### src/rtl/cbus_rr_arbiter_pkg.sv
// Shared cbus request/response types plus the arbiter's index width and state codes.
package cbus_rr_arbiter_pkg;

  typedef enum logic [2:0] {
    MSIZE1 = 3'd0,
    MSIZE2 = 3'd1,
    MSIZE4 = 3'd2
  } cbus_size_t;

  // Burst length is encoded as beat count minus one.
  typedef enum logic [3:0] {
    MLEN1  = 4'b0000,
    MLEN2  = 4'b0001,
    MLEN4  = 4'b0011,
    MLEN8  = 4'b0111,
    MLEN16 = 4'b1111
  } cbus_len_t;

  typedef struct packed {
    logic        valid;
    logic        is_write;
    cbus_size_t  size;
    logic [31:0] addr;
    logic [3:0]  strobe;
    logic [31:0] data;
    cbus_len_t   len;
  } cbus_req_t;

  typedef struct packed {
    logic        ready;
    logic        last;
    logic [31:0] data;
  } cbus_resp_t;

  localparam int NUM_REQ_DEF = 3;
  localparam int IDX_W       = $clog2(NUM_REQ_DEF);

  localparam logic [0:0] IDLE = 1'b0;
  localparam logic [0:0] BUSY = 1'b1;

endpackage

### src/rtl/cbus_rr_arbiter_rr_pick.sv
// Round-robin picker: first valid index strictly after last_grant, wrapping to the lowest valid.
module rr_pick #(
  parameter int N = 3,
  parameter int W = $clog2(N)
) (
  input  logic [N-1:0] valid_i,
  input  logic [W-1:0] last_grant_i,
  output logic [W-1:0] idx_o,
  output logic         any_o
);

  logic [N-1:0] masked;
  logic [N-1:0] cand;

  // NOTE: every output of a combinational block gets a default first so no latch is inferred.
  always_comb begin
    masked = '0;
    for (int i = 0; i < N; i++) begin
      masked[i] = valid_i[i] && (W'(i) > last_grant_i);
    end
    cand  = (|masked) ? masked : valid_i;
    idx_o = '0;
    for (int i = N - 1; i >= 0; i--) begin
      if (cand[i]) idx_o = W'(i);
    end
    any_o = |valid_i;
  end

endmodule

### src/rtl/cbus_rr_arbiter.sv
// Round-robin cbus arbiter: grants one requester at a time and holds the grant until the final beat.
module cbus_rr_arbiter
  import cbus_rr_arbiter_pkg::*;
#(
  parameter int NUM_REQ = 3,
  parameter int TIMEOUT = 1024
) (
  input  logic                       clk,
  input  logic                       reset,
  input  cbus_req_t                  ireqs  [NUM_REQ],
  output cbus_resp_t                 iresps [NUM_REQ],
  output cbus_req_t                  oreq,
  input  cbus_resp_t                 oresp,
  output logic                       grant_valid,
  output logic [$clog2(NUM_REQ)-1:0] grant_idx,
  output logic                       timeout
);

  localparam int SEL_W = $clog2(NUM_REQ);
  localparam int CNT_W = $clog2(TIMEOUT + 1);

  logic [0:0]       state_q, state_d;
  logic [SEL_W-1:0] sel_q, sel_d;
  logic [SEL_W-1:0] last_q, last_d;
  logic [CNT_W-1:0] cnt_q, cnt_d;
  logic             timeout_q, timeout_d;

  logic [NUM_REQ-1:0] req_valid;
  logic [SEL_W-1:0]   pick_idx;
  logic               pick_any;

  always_comb begin
    for (int i = 0; i < NUM_REQ; i++) req_valid[i] = ireqs[i].valid;
  end

  rr_pick #(
    .N(NUM_REQ),
    .W(SEL_W)
  ) u_pick (
    .valid_i     (req_valid),
    .last_grant_i(last_q),
    .idx_o       (pick_idx),
    .any_o       (pick_any)
  );

  always_comb begin
    state_d   = state_q;
    sel_d     = sel_q;
    last_d    = last_q;
    cnt_d     = cnt_q;
    timeout_d = timeout_q;
    case (state_q)
      IDLE: begin
        if (pick_any) begin
          state_d = BUSY;
          sel_d   = pick_idx;
          cnt_d   = '0;
        end
      end
      default: begin
        cnt_d = (cnt_q == CNT_W'(TIMEOUT)) ? cnt_q : cnt_q + CNT_W'(1);
        if (cnt_d == CNT_W'(TIMEOUT)) timeout_d = 1'b1;
        // Release only on the final beat; a mid-burst valid drop keeps the lock.
        if (oresp.ready && oresp.last) begin
          state_d = IDLE;
          last_d  = sel_q;
        end
      end
    endcase
  end

  // NOTE: sequential state uses non-blocking assignments so every flop samples pre-edge values.
  always_ff @(posedge clk or posedge reset) begin
    if (reset) begin
      state_q   <= IDLE;
      sel_q     <= '0;
      last_q    <= SEL_W'(NUM_REQ - 1);
      cnt_q     <= '0;
      timeout_q <= 1'b0;
    end else begin
      state_q   <= state_d;
      sel_q     <= sel_d;
      last_q    <= last_d;
      cnt_q     <= cnt_d;
      timeout_q <= timeout_d;
    end
  end

  always_comb begin
    oreq = '0;
    for (int i = 0; i < NUM_REQ; i++) iresps[i] = '0;
    if (state_q == BUSY) begin
      for (int i = 0; i < NUM_REQ; i++) begin
        if (SEL_W'(i) == sel_q) begin
          oreq      = ireqs[i];
          iresps[i] = oresp;
        end
      end
    end
  end

  assign grant_valid = (state_q == BUSY);
  assign grant_idx   = sel_q;
  assign timeout     = timeout_q;

endmodule

### config.mk
export PLATFORM = sky130hd
export DESIGN_NAME = cbus_rr_arbiter
export DESIGN_NICKNAME = d
export VERILOG_FILES = /design/src/rtl/cbus_rr_arbiter_pkg.sv /design/src/rtl/cbus_rr_arbiter_rr_pick.sv /design/src/rtl/cbus_rr_arbiter.sv
export SDC_FILE = /design/constraint.sdc
export NUM_CORES = 1
export LEC_CHECK = 0
export ABC_AREA = 1
export CORE_AREA = 2 2 176 178
export CTS_CLUSTER_DIAMETER = 120
export DETAILED_ROUTE_END_ITERATION = 8
export DIE_AREA = 0 0 178 180
export GPL_TIMING_DRIVEN = 0
export SYNTH_ARGS = -nofsm -noshare
export SYNTH_HDL_FRONTEND = slang
export SYNTH_SLANG_ARGS = --single-unit
### constraint.sdc
create_clock -name clk -period 1.5 [get_ports clk]
set_input_delay 0.45 -clock clk [delete_from_list [all_inputs] [get_ports clk]]
set_output_delay 0.45 -clock clk [all_outputs]
set_load 0.005 [all_outputs]
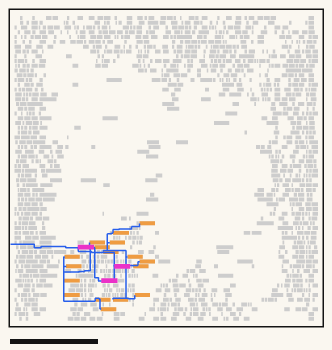
*Clock wires, drivers and flops, run 1*
Bar = 50 um.
Key: orange = flip-flops [count 17]; magenta = clock drivers [count 3]; blue = clock wires [length 308 um]
There are 4 routed clock nets.

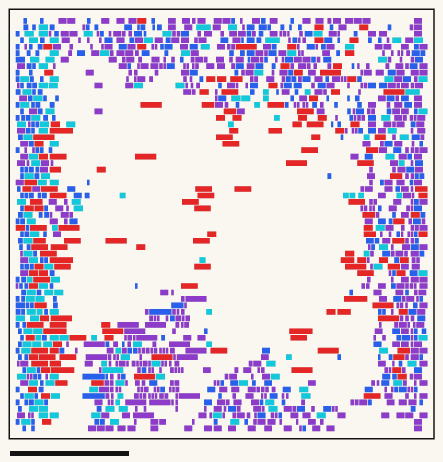
*Cell sizes after repair, run 1*
Bar = 50 um.
Key: red = _6 and larger [cells 154, share 11%]; purple = _0 and _1 cells [cells 676, share 50%]; blue = _2 cells [cells 361, share 27%]; cyan = _3 and _4 cells [cells 156, share 12%]

==> run notes, run 1 <==
The final timing report derives a shortest allowable period of 2.23 ns. With the sequential area share after synthesis at 0.110, the number of hold violations in the final report is 0. Cell at the root of the clock tree: sky130_fd_sc_hd__clkbuf_16. The count of nets left with antenna violations once routing finished came out at 0. The number of filler cells placed in the layout came out at 3,048.

The run gives 0.00268 ns as the final worst clock skew. The largest single stage delay on the critical path is 0.40 ns. Proportion of register bits with asynchronous set or reset after synthesis: 1.00. The final count of pins violating max slew was 0; the core utilization of the finished layout was 0.393. Per the detail_route report, routed wire per instance is 19.7 um.

With the worst endpoint required time at 1.05 ns, the power density of the placed cells is 915 nW/um2. The worst hold path passes through 2 cells. Before CTS, the worst setup slack after placement is -1.28 ns. With the post-synth tally of flip-flops with integrated enable at 0, the count of different cell masters after synthesis is 24.

0 antenna diodes ended up in the layout. The total overflow left after global routing is 0. Per the synth log, the flip-flop and latch total comes to 17.

Counting only logic cells after layout, the most numerous master is sky130_fd_sc_hd__clkdlybuf4s50_1. Clock-pin slew reported for the worst setup and hold paths after clock tree synthesis: 0.05 ns. For the worst-skew pair, the clock arrives at the later sink with an insertion delay of 0.25 ns.

For the chip footprint, the log shows 32,000 um2. The via count of the first global-routing pass was 7,834. The launching element type of the critical path is a register.

For the number of sinks driven by the clock tree, the log shows 17. The most frequently used flop master after synthesis was sky130_fd_sc_hd__dfrtp_1. The transition time recorded at the tightest slew-check pin is 0.691 ns.

The end of the worst register-to-register path is grant_idx[0]. The critical path maximum fanout is 8. With the number of cells in Yosys stat at 801, the net count of the mapped netlist is 1,070. The area of the core came out at 30,200 um2. For reference, the critical path cell chain is buf_12 > nor2_4 > buf_12 > buf_4 > buf_8 > nand2_2 > nand3_2 > nand2_2 > inv_2 > buf_6. The synthesized netlist occupies a cell area of 3860 um2. The logs give 1,646 for the number of cells after detailed placement and 0.192 for the overall fraction of global-route tracks in use. Setup repair after global routing could not meet its margin everywhere. The worst setup path is of the reg2out kind.

With the share of power burned in the clock network at 0.051, the count of hold-fix buffers inserted at cts is 0. With the initial antenna violation count at 2, the count of nets after finishing is 1,617. The tools report the hold path endpoint as timeout.

The congestion estimate from routability-driven global placement came to 0.956. The first global-routing pass estimated 47.0 mm of wire. The relative contribution of sequential cells to total power was 0.061. The via density per instance came out at 4.43. The run gives 0.461 for the switching share of power. The final reports fail on setup timing. The wire length reported by the detailed router was 34.3 mm; the worst max-slew margin expressed relative to the limit was 0.539. Looking at the critical path, the single cell with the biggest stage delay is sky130_fd_sc_hd__dfrtp_1.

Warnings raised by the tools during the run amount to 30. Row generation in the floorplan step produced 64 rows. The logs give 5 for the number of detailed-routing iterations run before antenna repair and -0.733 ns for the minimum setup slack in the final design. The number of cells on the worst reg-to-reg path is 7.

The maximum achievable frequency was 0.448 GHz. The worst supply voltage drop on vdd is 0.647 mV, and the fraction of layout instances using a drive strength above 1 is 0.498. The overall die height came out at 180 um. Between the synthesized netlist and the finished layout, the area growth was recorded as 207%. The internal power of the cells totals 5.84 mW. The flow ran to the end, but the final reports show violations. Per the log, the first TritonRoute iteration ended with a DRC count of 388. The register-to-register path setup slack is 0.06 ns, and the chip area in the Yosys report is 3860 um2.

The worst setup path is captured at an output port. The startpoint identified for the worst register-to-register timing path is grant_idx[0]. The part of the power in combinational logic came out at 0.888. The run gives 1.49 for the post-route fraction of the period consumed by the critical path. Each instance of the synthesized netlist takes up on average 4.82 um2. The DRC violation total left in the routed layout is recorded as 0. The final report lists the setup-violating endpoint count as 179. For this design the total switching power over the nets is 5.00 mW. By instance count after routing, the leading logic cell types are sky130_fd_sc_hd__clkdlybuf4s50_1, sky130_fd_sc_hd__buf_2, sky130_fd_sc_hd__nand3_1. The most critical min-delay path falls under reg2reg. The die boundary width came out at 178 um. The total number of yosys warnings was 0; the post-synthesis instance total was 801. Per the run summary, max-cap violations total 0. The logs give 1 for the CTS H-tree depth and 7,720 for the vias after detailed routing.

CTS reports a maximum clock tree buffer depth of 2. The arrival time at the worst endpoint came out at 1.78 ns. The critical hold path startpoint was timeout. The placed wire-length estimate was 24.0 mm. Number of port buffers: 449. TritonCTS built the clock tree. The power report puts the leakage power at 5.96 nW. With the initial standard-cell utilization of the core at 0.128, the number of top-level pins is 450.
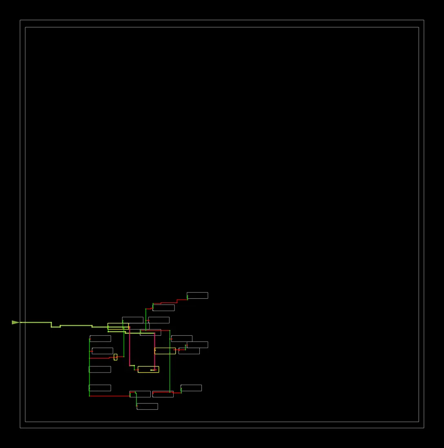
*The clock network, run 1*
flop count: 17
total CTS buffers: 3

-- run 1: cell usage after synthesis (all sizes together) (2+ instances only) --
library cell | count | area (um2)
a21oi | 2 | 10.0
buf | 40 | 205
clkbuf | 25 | 93.8
dfrtp | 16 | 400
ha | 2 | 25.0
inv | 99 | 372
nand2 | 229 | 872
nand3 | 241 | 1210
nand4 | 4 | 25.0
nor2 | 116 | 473
o21ai | 10 | 50.1
o22ai | 9 | 56.3
xor2 | 2 | 17.5
-- run 1: flip-flops by register name, indices dropped and copies added, names as in the netlist --
signal       count
grant_idx        2
cnt_q           11
last_q           2
grant_valid      1
timeout          1
-- run 1: layout make-up --
type	instances	area, um2	share of cell area
plain buffers	60	832	0.0702
repair buffers	546	5210	0.439
multi-input cells	620	4400	0.371
clock buffers	4	78.8	0.00665
flip-flops and latches	17	429	0.0362
inverters	100	417	0.0351
well taps	396	495	0.0418
-- run 1: worst max-delay path, delay by kind of cell (launching register included) --
family / cells / cell delay [ns]
buffers and inverters: 6 / 0.72
AND/OR/NAND/NOR: 4 / 0.38
flip-flops: 1 / 0.40
-- run 1: power by group through the flow --
stage,Combinational [mW],Clock (mW),Sequential (mW)
5_1_grt,10.3,0.567,0.679
2_1_floorplan,2.77,0,0.620
3_3_place_gp,6.30,0,0.640
3_5_place_dp,6.29,0,0.640
6_report,9.63,0.548,0.663
4_1_cts,8.38,0.555,0.635
-- run 1: worst max-delay path by stage --
stage	endpoint	depth (start not counted)	from
floorplan	oreq[36]	8	grant_idx[0]
global placement	oreq[76]	5	grant_valid
detailed placement	oreq[76]	5	grant_valid
CTS	oreq[74]	11	grant_idx[1]
global route	oreq[14]	10	grant_idx[0]
finish	oreq[37]	10	grant_idx[0]
-- run 1: cell families (layout without fill, tap and decap cells) --
group,count (synthesis),in the layout,share of synthesized area
buffers and inverters,165,710,0.175
xor gates and xnor gates,2,2,0.00453
AOI/OAI and AO/OA,24,24,0.0359
DFF,17,17,0.110
and+or+nand+nor,591,592,0.668
adders and majority gates,2,2,0.00648
-- run 1: per-layer routing --
metal | vias up | part of all wire | global-route usage
li1 | 3653 | - | -
met1 | 3622 | 0.38 | 0.209
met2 | 385 | 0.52 | 0.361
met3 | 56 | 0.077 | 0.0444
met4 | 4 | 0.028 | 0.0610
met5 | - | 0.00073 | 0
-- run 1: through the flow --
stage	power, mW	hold WS, ns	instance area [um2]	setup TNS [ns]
after floorplan	3.39	0.375	4090	-4.13
after global placement	6.94	0.452	9070	-173.27
after detailed placement	6.93	0.462	9070	-174.79
after CTS	9.57	0.470	10700	-110.96
after global routing	11.5	0.513	11900	-119.50
final	10.8	0.463	11900	-106.23
-- run 1: timing repair --
item | in CTS | in global routing
gates resized | 1073 | 311
pin swaps | 5 | 19
buffers inserted | 66 | 19
endpoints found under the setup margin | 195 | 192
gates cloned | 13 | 8
--- run 2 (diff from run 1) ---
CTS_CLUSTER_SIZE = 10   (was unset)
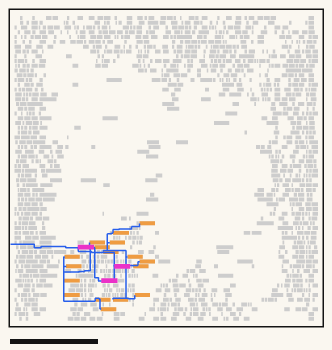
*Clock wires, drivers and flops, run 2*
Bar = 50 um.
Key: orange = flip-flops [count 17]; magenta = clock drivers [count 3]; blue = clock wires [length 308 um]
There are 4 routed clock nets.

==> run 2 against run 1 <==
  * The flow still finishes with violations (setup timing)
  * Global-route usage unchanged
  * Clock-buffer cell count unchanged
  * Worst setup slack unchanged
  * Clock power about the same
  * Fmax unchanged
  * Clock skew unchanged
  * Sequential power about the same
  * Sequential cell count unchanged
  * Combinational power about the same
  * Total power unchanged
  * Final cell count unchanged
  * Register-to-register slack about the same
  * Largest power group unchanged
==> run notes, run 2 <==
The vias after detailed routing was 7,720 (unchanged); the total number of yosys warnings was 0 (unchanged). The most frequent logic cell in the layout was sky130_fd_sc_hd__clkdlybuf4s50_1 (unchanged). The via density per instance is 4.43 (unchanged), and the maximum cell stage delay along the critical path is 0.40 ns (about the same).

For the core utilization of the finished layout, the log shows 0.393 (unchanged). The first-pass GRT wire length is 47.0 mm (unchanged). The number of top-level pins is 450 (unchanged), and the final count of pins violating max slew is 0 (unchanged).

For the worst max-slew margin expressed relative to the limit, the log shows 0.539 (unchanged). Worst supply voltage drop on vdd: 0.647 mV (unchanged). The power density of the placed cells was 915 nW/um2 (unchanged).

Standard cell with the maximum stage delay on the critical path: sky130_fd_sc_hd__dfrtp_1 (unchanged). The count of unresolved DRC violations after routing came out at 0 (unchanged). The flip-flop count of the largest register after layout is 11 (unchanged). The via count of the first global-routing pass was 7,834 (unchanged). Chip footprint: 32,000 um2 (unchanged). The tools report the cell at the root of the clock tree as sky130_fd_sc_hd__clkbuf_16 (unchanged). The clock-pin slew reported for the worst setup and hold paths after clock tree synthesis was 0.05 ns (about the same). The run gives 1,617 (unchanged) for the count of nets after finishing.

The number of logged tool warnings works out to 30 (unchanged). The number of hold violations in the final report is 0 (unchanged). The run gives 0 (unchanged) as the count of hold-fix buffers inserted at cts. The run gives 17 (unchanged) for the number of synthesized register bits. The flow ran to the end, but the final reports show violations. The most common cell in the synthesized netlist was sky130_fd_sc_hd__nand3_1 (unchanged).

The number of buffers created by CTS came out at 3 (unchanged). The overall fraction of global-route tracks in use came out at 0.192 (unchanged). For the post-synthesis instance total, the log shows 801 (unchanged). The launching element type of the critical path was a register (unchanged). The tools report the remaining global-route overflow as 0 (unchanged). The area fraction of the dominant cell type after synthesis came out at 0.312 (unchanged). The post-synthesis average cell area was 4.82 um2 (unchanged); the number of detailed-routing iterations run before antenna repair was 5 (unchanged). Synth top area cells: sky130_fd_sc_hd__nand3_1, sky130_fd_sc_hd__nand2_1, sky130_fd_sc_hd__nor2_1 (unchanged). Final worst clock skew: 0.00268 ns (unchanged). Most flop-heavy register: cnt_q (unchanged).

The die boundary width works out to 178 um (unchanged). Leading cell types in the layout, fill and taps excluded: sky130_fd_sc_hd__clkdlybuf4s50_1, sky130_fd_sc_hd__buf_2, sky130_fd_sc_hd__nand3_1 (unchanged). The clock insertion delay at the later pin of the skew report is 0.25 ns (about the same). The run gives 1,070 (unchanged) as the net count of the mapped netlist. The endpoint type of the worst setup path was an output port (unchanged). The run gives 0.128 (unchanged) as the initial standard-cell utilization of the core. The signed area change from the synthesized netlist to the final layout works out to 207% (unchanged).

The number of filler cells placed in the layout was 3,048 (unchanged). The run gives -0.733 ns (unchanged) for the minimum setup slack in the final design. The run gives 3860 um2 (unchanged) as the chip area in the Yosys report. The tools report the CTS H-tree depth as 1 (unchanged).

Violated checks: setup timing (unchanged). Initial antenna violation count: 2 (unchanged). The proportion of register bits with asynchronous set or reset after synthesis works out to 1.00 (unchanged). Arrival time at the worst endpoint: 1.78 ns (about the same). Cell breakdown of the critical path: buf_12 > nor2_4 > buf_12 > buf_4 > buf_8 > nand2_2 > nand3_2 > nand2_2 > inv_2 > buf_6 (unchanged). With the overall die height at 180 um (unchanged), the tightest hold margin is 0.463 ns (unchanged). The sequential area share after synthesis was 0.110 (unchanged); the cell row count was 64 (unchanged). Most frequently used flop master after synthesis: sky130_fd_sc_hd__dfrtp_1 (unchanged). The pin count of the biggest net entering global routing is 18 (unchanged). The number of antenna diodes came out at 0 (unchanged). The worst endpoint required time was 1.05 ns (about the same). The area of the core is 30,200 um2 (unchanged).

Type of the tightest min-delay check: reg2reg (unchanged). The post-synth tally of flip-flops with integrated enable came out at 0 (unchanged). The category of the critical setup timing path was reg2out (unchanged).

The final setup violation count is 179 (unchanged). The run gives 2 (unchanged) as the buffer depth of the longest clock path. Antenna violation net count after detailed routing: 0 (unchanged). The cell accounting for the most synthesized area was sky130_fd_sc_hd__nand3_1 (unchanged). With the post-route fraction of the period consumed by the critical path at 1.49 (unchanged), the placed wire-length estimate is 24.0 mm (unchanged). For the maximum achievable frequency, the log shows 0.448 GHz (unchanged).

The instance area at placement came out at 9070 um2 (unchanged). Highest fanout seen on the critical path: 8 (unchanged). The reported leakage power was 5.96 nW (unchanged). The fraction of layout instances using a drive strength above 1 is 0.498 (unchanged). With the count of different cell masters after synthesis at 24 (unchanged), the number of cells in Yosys stat is 801 (unchanged). The shortest clock period the worst path allows after layout was 2.23 ns (unchanged); the number of sinks driven by the clock tree was 17 (unchanged).

With the starting DRC count in detailed routing at 388 (unchanged), the average wire length per cell after detail routing is 19.7 um (unchanged). TritonCTS built the clock tree. For the design area, the log shows 11,900 um2 (unchanged). The run gives 0 (unchanged) for the count of max-cap constraint violations. Setup repair after global routing could not meet its margin everywhere. Synth top cells by count: sky130_fd_sc_hd__nand3_1, sky130_fd_sc_hd__nand2_1, sky130_fd_sc_hd__nor2_1 (unchanged).

The number of port buffers came out at 449 (unchanged). The run gives 3860 um2 (unchanged) as the total standard cell area after synthesis. With the slew at the pin closest to its max-slew limit at 0.691 ns (unchanged), the placer congestion estimate is 0.956 (unchanged).

The tools report the wire length reported by the detailed router as 34.3 mm (unchanged).
==> run 2: cell counts after synthesis <==
Identical to the previous run, type by type.
==> run 2: final cells by class <==
class                   instances  area, um2  share of cell area
well taps                     396        495              0.0418
plain buffers                  60        832              0.0702
clock buffers                   4       78.8             0.00665
multi-input cells             620       4400               0.371
flip-flops and latches         17        429              0.0362
inverters                     100        417              0.0351
repair buffers                546       5210               0.439
==> run 2: timing repair <==
action,in CTS,in global routing
setup endpoints to repair,195,192
gates resized,1073,311
gates cloned,13,8
hold endpoints to repair,0,0
setup buffers,66,19
pin swaps,5,19
==> run 2: per-layer routing <==
| metal | share of wire | wire [um] | GRT usage | vias to the layer above |
|---|---|---|---|---|
| met5 | 0.00073 | 25 | 0 | - |
| met4 | 0.028 | 949 | 0.0610 | 4 |
| met3 | 0.077 | 2630 | 0.0444 | 56 |
| met2 | 0.52 | 17800 | 0.361 | 385 |
| met1 | 0.38 | 12900 | 0.209 | 3622 |
| li1 | - | - | - | 3653 |
==> run 2: kinds of logic (layout without fill, tap and decap cells) <==
| kind of cell | count (synthesis) | after routing | synth area share |
|---|---|---|---|
| adder cells (fa/ha/maj) | 2 | 2 | 0.00648 |
| XOR/XNOR | 2 | 2 | 0.00453 |
| flip-flops | 17 | 17 | 0.110 |
| buffers and inverters | 165 | 710 | 0.175 |
| AND-OR/OR-AND | 24 | 24 | 0.0359 |
| AND/OR/NAND/NOR | 591 | 592 | 0.668 |
==> run 2: final timing paths <==
kind,depth (start not counted),to,startpoint,slack [ns]
worst max register to register,7,grant_idx[0],grant_idx[0],0.06
worst max-delay path,10,oreq[37],grant_idx[0],-0.73
max in group asynchronous,2,cnt_q[1],reset,0.41
worst min-delay path,2,timeout,timeout,0.46
min in group asynchronous,2,cnt_q[9],reset,0.61
worst min register to register,2,timeout,timeout,0.46
==> run 2: metrics by stage <==
stage | TNS, ns | worst slack (ns) | cells | total power, mW
floorplan | -4.13 | -0.0760 | 801 | 3.39
global placement | -173.27 | -1.25 | 1646 | 6.94
detailed placement | -174.79 | -1.28 | 1646 | 6.93
CTS | -110.96 | -0.781 | 1728 | 9.57
global route | -119.50 | -0.825 | 1743 | 11.5
finish | -106.23 | -0.733 | 1743 | 10.8
==> run 2: power by group <==
part	total (mW)	internal, mW	switching (mW)	leakage [nW]
Combinational	9.63	4.94	4.69	5.70
Clock	0.548	0.361	0.186	0.0382
Sequential	0.663	0.540	0.123	0.219
==> run 2: critical path: cells and delay by family, from the launching register on <==
kind	cells	cell delay [ns]
buffers and inverters	6	0.72
flip-flops	1	0.40
AND/OR/NAND/NOR	4	0.38
--- run 3 (diff from run 2) ---
SLEW_MARGIN = 20   (was unset)
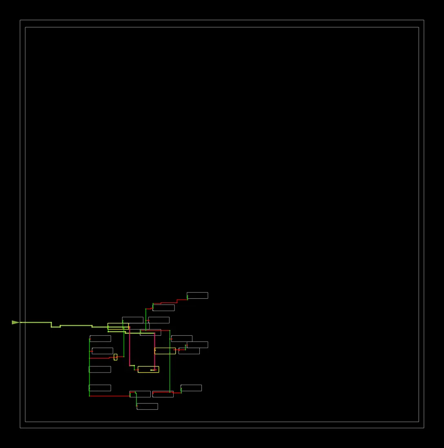
*The clock network, run 3*
clock buf count: 4
insertion delay at the late pin of the worst-skew pair: 0.25 ns

==> run 3 against run 2 <==
  * Sequential power hardly changed
  * Non-clock buffer count stayed put
  * Clock power hardly changed
  * Clock skew stayed put
  * Sequential cell count stayed put
  * Largest power group unchanged
  * First-iteration DRC count stayed put
  * Combinational power hardly changed
  * Final cell count stayed put
  * Via count stayed put
  * The run still ends with setup timing left
  * Global-route usage stayed put
  * Largest cell class unchanged
  * Synthesized cell count stayed put
  * Worst setup slack stayed put
==> run notes, run 3 <==
The flow ran to the end, but the final reports show violations. Violated checks: setup timing (unchanged). The logs give 3860 um2 (unchanged) for the total standard cell area after synthesis and 3 (unchanged) for the number of buffers created by CTS.

The flip-flop count of the largest register after layout was 11 (unchanged). For the number of cells in Yosys stat, the log shows 801 (unchanged). The post-synthesis share of cell area spent on full adders, half adders and majority gates was 0.00648 (unchanged).

The tools report the number of top-level pins as 450 (unchanged). Setup repair after global routing could not meet its margin everywhere. The run gives 0 (unchanged) for the remaining global-route overflow. The run gives 18 (unchanged) as the pin count of the biggest net entering global routing. With the highest fanout seen on the critical path at 8 (unchanged), the final count of pins violating max slew is 0 (unchanged). With the cell row count at 64 (unchanged), the number of antenna diodes is 0 (unchanged). The type of the tightest min-delay check is reg2reg (unchanged). The fraction of layout instances using a drive strength above 1 is 0.498 (unchanged). TritonCTS built the clock tree. The die boundary width is 178 um (unchanged), and the worst supply voltage drop on vdd is 0.647 mV (unchanged). The proportion of register bits with asynchronous set or reset after synthesis works out to 1.00 (unchanged).

The tools report the launching element type of the critical path as a register (unchanged). The category of the critical setup timing path is reg2out (unchanged). The logs give 17.8 mm (unchanged) for the routed wire length on met2 and -106.23 ns (unchanged) for the aggregate negative setup slack.

The run gives 0.05 ns (about the same) for the clock-pin slew reported for the worst setup and hold paths after clock tree synthesis. The logs give 388 (unchanged) for the starting DRC count in detailed routing and 179 (unchanged) for the final setup violation count. The run gives 7,720 (unchanged) for the vias after detailed routing. The average wire length per cell after detail routing came out at 19.7 um (unchanged). The chip footprint is 32,000 um2 (unchanged), and the shortest clock period the worst path allows after layout is 2.23 ns (unchanged).

The tools report the initial antenna violation count as 2 (unchanged). The basic-gate share of the synthesized area counting and, or, nand and nor cells works out to 0.668 (unchanged). The count of hold-fix buffers inserted at cts came out at 0 (unchanged). With the CTS H-tree depth at 1 (unchanged), the total met3 wirelength after detailed routing is 2.63 mm (unchanged). Top routing layer in use: met5 (unchanged). With the compound-gate portion of the synthesized area at 0.0359 (unchanged), the number of synthesized register bits is 17 (unchanged).

With the post-synth tally of flip-flops with integrated enable at 0 (unchanged), the antenna violation net count after detailed routing is 0 (unchanged). For the sequential area share after synthesis, the log shows 0.110 (unchanged). The net count of the mapped netlist was 1,070 (unchanged); the count of max-cap constraint violations was 0 (unchanged).

The tools report the first-pass GRT wire length as 47.0 mm (unchanged). The slew at the pin closest to its max-slew limit was 0.691 ns (unchanged). The post-route fraction of the period consumed by the critical path came out at 1.49 (unchanged). Most flop-heavy register: cnt_q (unchanged).

The tightest hold margin was 0.463 ns (unchanged); the area fraction of the dominant cell type after synthesis was 0.312 (unchanged). Minimum setup slack in the final design: -0.733 ns (unchanged). The endpoint type of the worst setup path is an output port (unchanged). The power density of the placed cells came out at 915 nW/um2 (unchanged).

The cell accounting for the most synthesized area is sky130_fd_sc_hd__nand3_1 (unchanged). Leading cell types in the layout, fill and taps excluded: sky130_fd_sc_hd__clkdlybuf4s50_1, sky130_fd_sc_hd__buf_2, sky130_fd_sc_hd__nand3_1 (unchanged). The tools report the wire length reported by the detailed router as 34.3 mm (unchanged). The xor and xnor area share after synthesis works out to 0.00453 (unchanged). The total number of yosys warnings came out at 0 (unchanged). Synth top area cells: sky130_fd_sc_hd__nand3_1, sky130_fd_sc_hd__nand2_1, sky130_fd_sc_hd__nor2_1 (unchanged). Count of unresolved DRC violations after routing: 0 (unchanged). Most frequent logic cell in the layout: sky130_fd_sc_hd__clkdlybuf4s50_1 (unchanged).

The placer congestion estimate is 0.956 (unchanged), and the reported leakage power is 5.96 nW (unchanged). The final worst clock skew was 0.00268 ns (unchanged). Area of the core: 30,200 um2 (unchanged). The worst endpoint required time is 1.05 ns (about the same), and the routed metal-1 wirelength is 12.9 mm (unchanged). The via density per instance is 4.43 (unchanged). Synth top cells by count: sky130_fd_sc_hd__nand3_1, sky130_fd_sc_hd__nand2_1, sky130_fd_sc_hd__nor2_1 (unchanged). The top logic cell family in the synthesized netlist was simple AND/OR/NAND/NOR gates (unchanged).

For the instance area at placement, the log shows 9070 um2 (unchanged). The arrival time at the worst endpoint is 1.78 ns (about the same). The maximum achievable frequency is 0.448 GHz (unchanged). The multiplexer share of the synthesized area was 0 (unchanged); the number of logged tool warnings was 30 (unchanged). The post-synthesis instance total was 801 (unchanged); the number of sinks driven by the clock tree was 17 (unchanged). The buffer depth of the longest clock path is 2 (unchanged). The chip area in the Yosys report is 3860 um2 (unchanged), and the count of different cell masters after synthesis is 24 (unchanged). Cell at the root of the clock tree: sky130_fd_sc_hd__clkbuf_16 (unchanged). The overall fraction of global-route tracks in use came out at 0.192 (unchanged).

The worst max-slew margin expressed relative to the limit was 0.539 (unchanged); the overall die height was 180 um (unchanged). For the via count of the first global-routing pass, the log shows 7,834 (unchanged). The run gives 5 (unchanged) for the number of detailed-routing iterations run before antenna repair. The post-synthesis average cell area is 4.82 um2 (unchanged), and the initial standard-cell utilization of the core is 0.128 (unchanged). Most common cell in the synthesized netlist: sky130_fd_sc_hd__nand3_1 (unchanged). The design area was 11,900 um2 (unchanged); the count of nets after finishing was 1,617 (unchanged).

The most frequently used flop master after synthesis is sky130_fd_sc_hd__dfrtp_1 (unchanged). For the placed wire-length estimate, the log shows 24.0 mm (unchanged). The number of hold violations in the final report was 0 (unchanged); the number of port buffers was 449 (unchanged).

The run gives 3,048 (unchanged) as the number of filler cells placed in the layout. The signed area change from the synthesized netlist to the final layout came out at 207% (unchanged).
## run 3: cell counts after synthesis
No cell type changed its count.
## run 3: cell families after synthesis
group / Yosys count
buf+inv: 165
flops: 17
xor+xnor: 2
simple gates: 591
fa+ha+maj: 2
compound gates: 24
## run 3: metrics by stage
step / total power, mW / worst slack [ns] / std cells / utilization
after floorplan: 3.39 / -0.0760 / 801 / -
after global placement: 6.94 / -1.25 / 1646 / 0.301
after detailed placement: 6.93 / -1.28 / 1646 / 0.301
after CTS: 9.57 / -0.781 / 1728 / 0.353
after global routing: 11.5 / -0.825 / 1743 / 0.393
final: 10.8 / -0.733 / 1743 / 0.393
## run 3: path summary, 6_finish.rpt
kind	start	endpoint	slack, ns	depth (start not counted)
hold reg to reg	timeout	timeout	0.46	2
hold / removal	timeout	timeout	0.46	2
setup / recovery	grant_idx[0]	oreq[37]	-0.73	10
max in group asynchronous	reset	cnt_q[1]	0.41	2
min in group asynchronous	reset	cnt_q[9]	0.61	2
setup reg to reg	grant_idx[0]	grant_idx[0]	0.06	7
## run 3: power breakdown
group	total, mW	switching, mW	internal, mW	leakage [nW]
registers	0.663	0.123	0.540	0.219
clock network	0.548	0.186	0.361	0.0382
logic	9.63	4.69	4.94	5.70
total	10.8	5.00	5.84	5.96
## run 3: worst max-delay path, stage by stage (launching register included)
cell,delay [ns]
sky130_fd_sc_hd__dfrtp_1,0.40
sky130_fd_sc_hd__buf_12,0.16
sky130_fd_sc_hd__nor2_4,0.19
sky130_fd_sc_hd__buf_12,0.17
sky130_fd_sc_hd__buf_4,0.12
sky130_fd_sc_hd__buf_8,0.13
sky130_fd_sc_hd__nand2_2,0.06
sky130_fd_sc_hd__nand3_2,0.07
sky130_fd_sc_hd__nand2_2,0.06
sky130_fd_sc_hd__inv_2,0.05
sky130_fd_sc_hd__buf_6,0.09
## run 3: per-layer routing
layer  vias up  global-route usage
met5         -                   0
met4         4              0.0610
met3        56              0.0444
met2       385               0.361
met1      3622               0.209
li1       3653                   -
## run 3: final cells by class
cell class / count / area, um2 / area share
repair buffers: 546 / 5210 / 0.439
multi-input cells: 620 / 4400 / 0.371
plain buffers: 60 / 832 / 0.0702
well taps: 396 / 495 / 0.0418
flip-flops and latches: 17 / 429 / 0.0362
inverters: 100 / 417 / 0.0351
clock buffers: 4 / 78.8 / 0.00665
## run 3: what timing repair did
item	4_1_cts	5_1_grt
gates cloned	13	8
setup buffers	66	19
endpoints found under the setup margin	195	192
pin swaps	5	19
resized	1073	311
Power is estimated from default activity; no workload was simulated.
